**src/rtl/sm31_pkg.sv**
```systemverilog
// Shared widths, special encodings and the word classification for the
// sign-magnitude to two's-complement converter.
package sm31_pkg;

    localparam int SM_W = 31;
    localparam int TC_W = 32;
    localparam int MAG_W = SM_W - 1;

    localparam logic [SM_W-1:0] SM_MARKER = 31'h40000000;
    localparam logic [TC_W-1:0] TC_ERR    = 32'h80000000;

    typedef enum logic [1:0] {
        ZERO,
        POS,
        NEG,
        ERR
    } sm_class_e;

endpackage

```
**src/rtl/sm31_to_twos_if.sv**
```systemverilog
// Valid/ready stream bundle around sm31_to_twos: sign-magnitude words in,
// two's-complement words plus error flag and error count out.
interface sm31_to_twos_if #(
    parameter int CNT_W = 8
);
    import sm31_pkg::*;

    logic              iValid;
    logic              oReady;
    logic [SM_W-1:0]   iNum;
    logic              iOverflow;
    logic              oValid;
    logic              iReady;
    logic [TC_W-1:0]   oNum;
    logic              oOverflow;
    logic [CNT_W-1:0]  oErrCount;

    // Converter side.
    modport slave (
        input  iValid,
        input  iNum,
        input  iOverflow,
        input  iReady,
        output oReady,
        output oValid,
        output oNum,
        output oOverflow,
        output oErrCount
    );

    // Producer/consumer side.
    modport master (
        output iValid,
        output iNum,
        output iOverflow,
        output iReady,
        input  oReady,
        input  oValid,
        input  oNum,
        input  oOverflow,
        input  oErrCount
    );

endinterface

```
**src/rtl/sm31_classify.sv**
```systemverilog
// Combinational classifier: sorts an incoming sign-magnitude word into
// ZERO/POS/NEG/ERR and splits off its magnitude.
module sm31_classify
    import sm31_pkg::*;
(
    input  logic [SM_W-1:0]  iNum,
    input  logic             iOverflow,
    output sm_class_e        cls,
    output logic [MAG_W-1:0] magnitude
);

    always_comb begin
        cls       = POS;
        magnitude = iNum[MAG_W-1:0];
        // Overflow wins over everything; negative zero is the upstream error marker.
        if (iOverflow) begin
            cls = ERR;
        end else if (iNum == '0) begin
            cls = ZERO;
        end else if (iNum == SM_MARKER) begin
            cls = ERR;
        end else if (iNum[SM_W-1]) begin
            cls = NEG;
        end else begin
            cls = POS;
        end
    end

endmodule

```
**src/rtl/sm31_to_twos.sv**
```systemverilog
// Two-stage valid/ready pipeline converting 31-bit sign-magnitude words to
// 32-bit two's complement. Define SM31_ERRCNT_EN to build the error counter.
module sm31_to_twos
    import sm31_pkg::*;
#(
    parameter int CNT_W = 8
) (
    input  logic                 clk,
    input  logic                 rst,
    sm31_to_twos_if.slave        bus
);

    sm_class_e        cls_w;
    logic [MAG_W-1:0] mag_w;

    logic             s1_valid_q, s1_valid_d;
    sm_class_e        s1_cls_q, s1_cls_d;
    logic [MAG_W-1:0] s1_mag_q, s1_mag_d;
    logic             s1_ovf_q, s1_ovf_d;

    logic             s2_valid_q, s2_valid_d;
    logic [TC_W-1:0]  s2_num_q, s2_num_d;
    logic             s2_ovf_q, s2_ovf_d;

    logic             s2_adv;
    logic             in_ready;
    logic             in_fire;
    logic             s2_err;
    logic [TC_W-1:0]  s2_result;

    sm31_classify u_classify (
        .iNum      (bus.iNum),
        .iOverflow (bus.iOverflow),
        .cls       (cls_w),
        .magnitude (mag_w)
    );

    always_comb begin
        // S2 may load whenever it is empty or its word leaves this cycle.
        s2_adv   = !s2_valid_q || bus.iReady;
        in_ready = !rst && (!s1_valid_q || s2_adv);
        in_fire  = bus.iValid && in_ready;

        s1_valid_d = s1_valid_q;
        s1_cls_d   = s1_cls_q;
        s1_mag_d   = s1_mag_q;
        s1_ovf_d   = s1_ovf_q;
        if (in_fire) begin
            s1_valid_d = 1'b1;
            s1_cls_d   = cls_w;
            s1_mag_d   = mag_w;
            s1_ovf_d   = bus.iOverflow;
        end else if (s2_adv) begin
            s1_valid_d = 1'b0;
        end

        s2_err = (s1_cls_q == ERR) || s1_ovf_q;
        unique case (s1_cls_q)
            ZERO:    s2_result = '0;
            POS:     s2_result = {{(TC_W-MAG_W){1'b0}}, s1_mag_q};
            NEG:     s2_result = TC_W'(0) - {{(TC_W-MAG_W){1'b0}}, s1_mag_q};
            default: s2_result = TC_ERR;
        endcase

        s2_valid_d = s2_valid_q;
        s2_num_d   = s2_num_q;
        s2_ovf_d   = s2_ovf_q;
        if (s2_adv) begin
            s2_valid_d = s1_valid_q;
            // Only real words update the data, so the last result stays put across bubbles.
            if (s1_valid_q) begin
                s2_num_d = s2_err ? TC_ERR : s2_result;
                s2_ovf_d = s2_err;
            end
        end
    end

    always_ff @(posedge clk) begin
        if (rst) begin
            s1_valid_q <= 1'b0;
            s1_cls_q   <= ZERO;
            s1_mag_q   <= '0;
            s1_ovf_q   <= 1'b0;
            s2_valid_q <= 1'b0;
            s2_num_q   <= '0;
            s2_ovf_q   <= 1'b0;
        end else begin
            s1_valid_q <= s1_valid_d;
            s1_cls_q   <= s1_cls_d;
            s1_mag_q   <= s1_mag_d;
            s1_ovf_q   <= s1_ovf_d;
            s2_valid_q <= s2_valid_d;
            s2_num_q   <= s2_num_d;
            s2_ovf_q   <= s2_ovf_d;
        end
    end

    assign bus.oReady    = in_ready;
    assign bus.oValid    = s2_valid_q;
    assign bus.oNum      = s2_num_q;
    assign bus.oOverflow = s2_ovf_q;

`ifdef SM31_ERRCNT_EN
    logic [CNT_W-1:0] err_cnt_q, err_cnt_d;

    always_comb begin
        err_cnt_d = err_cnt_q;
        // Counts delivered error words only, sticking at all-ones.
        if (s2_valid_q && bus.iReady && s2_ovf_q && (err_cnt_q != '1)) begin
            err_cnt_d = err_cnt_q + CNT_W'(1);
        end
    end

    always_ff @(posedge clk) begin
        if (rst) begin
            err_cnt_q <= '0;
        end else begin
            err_cnt_q <= err_cnt_d;
        end
    end

    assign bus.oErrCount = err_cnt_q;
`else
    assign bus.oErrCount = '0;
`endif

endmodule

```
**src/flat_wrapper.sv**
```systemverilog
// flat-port wrapper written by rule: the top's interface ports become plain ports
module sm31_to_twos_flat import sm31_pkg::*;
#(
    parameter int CNT_W = 8
)
  (clk, rst, bus_iValid, bus_iNum, bus_iOverflow, bus_iReady, bus_oReady, bus_oValid, bus_oNum, bus_oOverflow, bus_oErrCount);
  sm31_to_twos_if #(.CNT_W(CNT_W)) bus_i ();
  input  logic clk;
  input  logic rst;
  input wire logic [$bits(bus_i.iValid)-1:0] bus_iValid;
  input wire logic [$bits(bus_i.iNum)-1:0] bus_iNum;
  input wire logic [$bits(bus_i.iOverflow)-1:0] bus_iOverflow;
  input wire logic [$bits(bus_i.iReady)-1:0] bus_iReady;
  output wire logic [$bits(bus_i.oReady)-1:0] bus_oReady;
  output wire logic [$bits(bus_i.oValid)-1:0] bus_oValid;
  output wire logic [$bits(bus_i.oNum)-1:0] bus_oNum;
  output wire logic [$bits(bus_i.oOverflow)-1:0] bus_oOverflow;
  output wire logic [$bits(bus_i.oErrCount)-1:0] bus_oErrCount;
  assign bus_i.iValid = bus_iValid;
  assign bus_i.iNum = bus_iNum;
  assign bus_i.iOverflow = bus_iOverflow;
  assign bus_i.iReady = bus_iReady;
  assign bus_oReady = bus_i.oReady;
  assign bus_oValid = bus_i.oValid;
  assign bus_oNum = bus_i.oNum;
  assign bus_oOverflow = bus_i.oOverflow;
  assign bus_oErrCount = bus_i.oErrCount;
  sm31_to_twos #(.CNT_W(CNT_W)) u_core (.clk(clk), .rst(rst), .bus(bus_i));
endmodule
```
**config.mk**
```make
export PLATFORM = sky130hd
export DESIGN_NAME = sm31_to_twos_flat
export DESIGN_NICKNAME = d
export VERILOG_FILES = /design/src/rtl/sm31_pkg.sv /design/src/rtl/sm31_to_twos_if.sv /design/src/rtl/sm31_classify.sv /design/src/rtl/sm31_to_twos.sv /design/src/flat_wrapper.sv
export SDC_FILE = /design/constraint.sdc
export NUM_CORES = 1
export LEC_CHECK = 0
export ABC_AREA = 1
export CAP_MARGIN = 20
export CORE_ASPECT_RATIO = 1.4
export CORE_UTILIZATION = 35
export CTS_BUF_LIST = sky130_fd_sc_hd__clkbuf_16
export DETAILED_ROUTE_END_ITERATION = 8
export GPL_TIMING_DRIVEN = 0
export PLACE_DENSITY = 0.58
export SLEW_MARGIN = 20
export SYNTH_ARGS = -nofsm -noshare
export SYNTH_HDL_FRONTEND = slang
export SYNTH_SLANG_ARGS = --single-unit
```
**constraint.sdc**
```tcl
create_clock -name clk -period 3.3 [get_ports clk]
set_input_delay 0.66 -clock clk [delete_from_list [all_inputs] [get_ports clk]]
set_output_delay 0.66 -clock clk [all_outputs]
set_load 0.02 [all_outputs]
```
### Cell placement

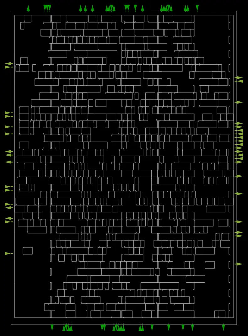
Tapcells: 135
fin cells: 758

### M2 wires

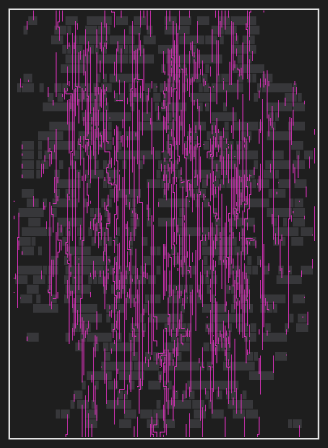
The wires run mostly vertical. 536 nets have wire on it.
met2 Use GR: 35.78%
routed vias: 3696

### Cell density map

9 x 12 tiles, from white (low) to dark blue (high), 0 to 100% covered.
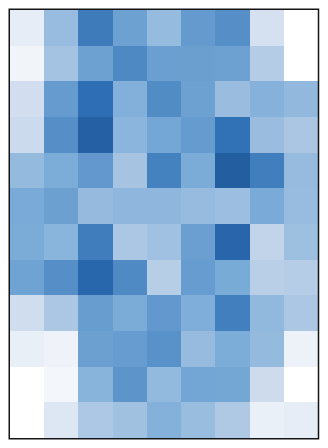
The fullest tile reaches 82%. The emptiest ninth of the die: lower left. 4.6% of the tiles are nearly empty. 3.7% of the tiles are over 75% full. The mean over all tiles is 43%.
Util after Layout: 47.47%
FP Util: 35.96%

==> results_dict.tcl <==
# implementation run metrics
set metrics [dict create \
    status "complete, no violations" \
    cts_root_buf "clkbuf_16" \
    yosys_area_um2 3560 \
    r2r-end "u_core.bus.oNum[28]" \
    final_max_slew_viol_count 0 \
    ys_sh_aoi_pct 13.99 \
    drive_gt1_share_pct 8.668 \
    cp.required_ns 2.64 \
    overflow 0 \
    vdd_drop_max_mv 0.2361 \
    htreeDepth 3 \
    drc 0 \
    rows 43 \
    finalInstanceArea_um2 4700 \
    arrival_ns 2.07 \
    globalRouteTotalUtil_pct 20.76 \
    xor_share_pct 0.2460 \
    path_cells "clkdlybuf4s50_1 -> inv_1 -> nand2_1 -> nor2_1 -> inv_1 -> nand2_1 -> inv_1 -> clkdlybuf4s50_1" \
    worstReg2RegStart "u_core.s1_mag_q[0]" \
    postCtsSetupBuffers 0 \
    finalCriticalPeriod_ns 2.728 \
    die_h_um 121.3 \
    routedWlPerCell_um 13.54 \
    yosys-top-cells-count "nand2_1, nand3_1, dfxtp_1" \
    ctsResizeCount 0 \
    grt_pass1_vias 3586 \
    setup_tns_ns 0 \
    cp_slowest_cell "clkdlybuf4s50_1" \
    place_area_um2 4446 \
    criticalPathCategory "primary input to output pin" \
    worstHoldStart "u_core.bus.oNum[15]" \
    rsz0062_at_grt "no" \
    reg2reg_setup_slack_ns 1.61 \
    endpoint_kind "output pin" \
    finalHoldViolCount 0 \
    crit_path_max_incr_delay_ns 0.59 \
    worst_slack_ns 0.5717 \
    chipWidth_um 87.23 \
    insertion_delay_ns 0.33 \
    drt-initial-drc-count 194 \
    core_um2 9899 \
    synth-main-ff-cell "dfxtp_1" \
    cts_hold_buf 0 \
]
### Signal wires on met1

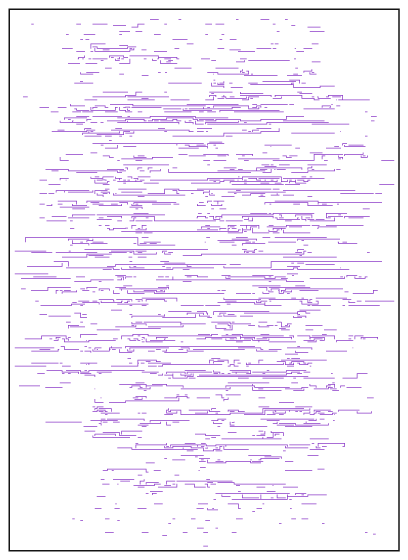
The wires run mostly horizontal. The longest straight run is 29.2 um.
final wirelength: 10260 um
M1 GR Usage: 23.18%

### Sequential cells grouped by signal name

Other sequential cells in the stronger grey, the rest of the logic in the fainter grey.
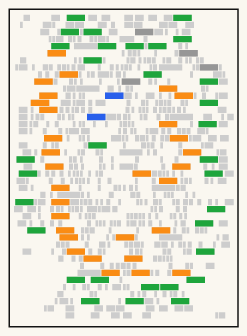
Key: orange = u_core.s1_mag_q [placed flops 30]; blue = u_core.s1_cls_q [placed flops 2]; green = u_core.bus.oNum [placed flops 32, where widely spread]
sequential cell area: 1361 um^2
P_seq: 0.908 mW
register share of the cell area: 28.97%

[worst max path at each step]
stage / startpoint / to
2_1_floorplan: rst / bus_oReady
3_3_place_gp: bus_iReady / bus_oReady
3_5_place_dp: bus_iReady / bus_oReady
4_1_cts: bus_iReady / bus_oReady
5_1_grt: bus_iReady / bus_oReady
6_report: bus_iReady / bus_oReady
[registers in the layout (all words and copies together) (netlist names)]
name and flops:
u_core.s1_cls_q 2, u_core.s1_mag_q 30, u_core.bus.oNum 32, u_core.s1_ovf_q 1
u_core.bus.oValid 1, u_core.s1_valid_q 1, u_core.bus.oOverflow 1
[metal layers]
metal / share of wire, % / vias to the layer above / routed length [um]
li1: - / 1891 / -
met1: 42 / 1676 / 4307
met2: 49 / 97 / 5043
met3: 4.1 / 32 / 418
met4: 4.8 / 0 / 493
met5: 0 / - / 0
[cells by family after synthesis]
logic type / Yosys count
adders and majority gates: 1
DFF: 68
buffers and inverters: 97
other: 1
xor gates and xnor gates: 1
AOI/OAI and AO/OA: 93
and+or+nand+nor: 270
[worst register-to-register path: cells and delay by family, from the launching register on]
| family | cells | cell delay (ns) |
|---|---|---|
| and+or+nand+nor | 7 | 0.84 |
| DFF | 1 | 0.31 |
| adders and majority gates | 1 | 0.22 |
| buffers and inverters | 1 | 0.13 |
| AOI/OAI and AO/OA | 1 | 0.12 |
[layout by cell type (no fill, tap or decap), drive strengths merged, types with 7 or more instances in the layout]
cell type and count:
clkbuf 20, nor2 48, nand2 120, dfxtp 68
inv 71, nand4 14, conb 8, o21ai 45
a21oi 47, nand3 77, buf 19, clkdlybuf4s50 69
nand3b 7
[final cells by class]
type	instances	area, um^2
inverter	67	251.5
fill	1074	5200
multi-input combinational	373	1799
clock inverter	7	28.78
buffer	30	173.9
clock buffer	9	225.2
sequential	68	1361
timing repair buffer	69	690.7
tap	135	168.9
[where the power goes]
part	leakage [nW]	switching, mW	internal (mW)
Sequential	0.557	0.0390	0.869
Combinational	1.21	0.289	0.178
Clock	0.142	0.339	0.491
[per-stage QoR]
step	hold slack, ns	std cells
floorplan	0.4506	538
global placement	0.4527	742
detailed placement	0.4554	742
CTS	0.4639	758
global route	0.4793	758
finish	0.4612	758
No activity file was given, so power comes from the tool's default toggle rates.
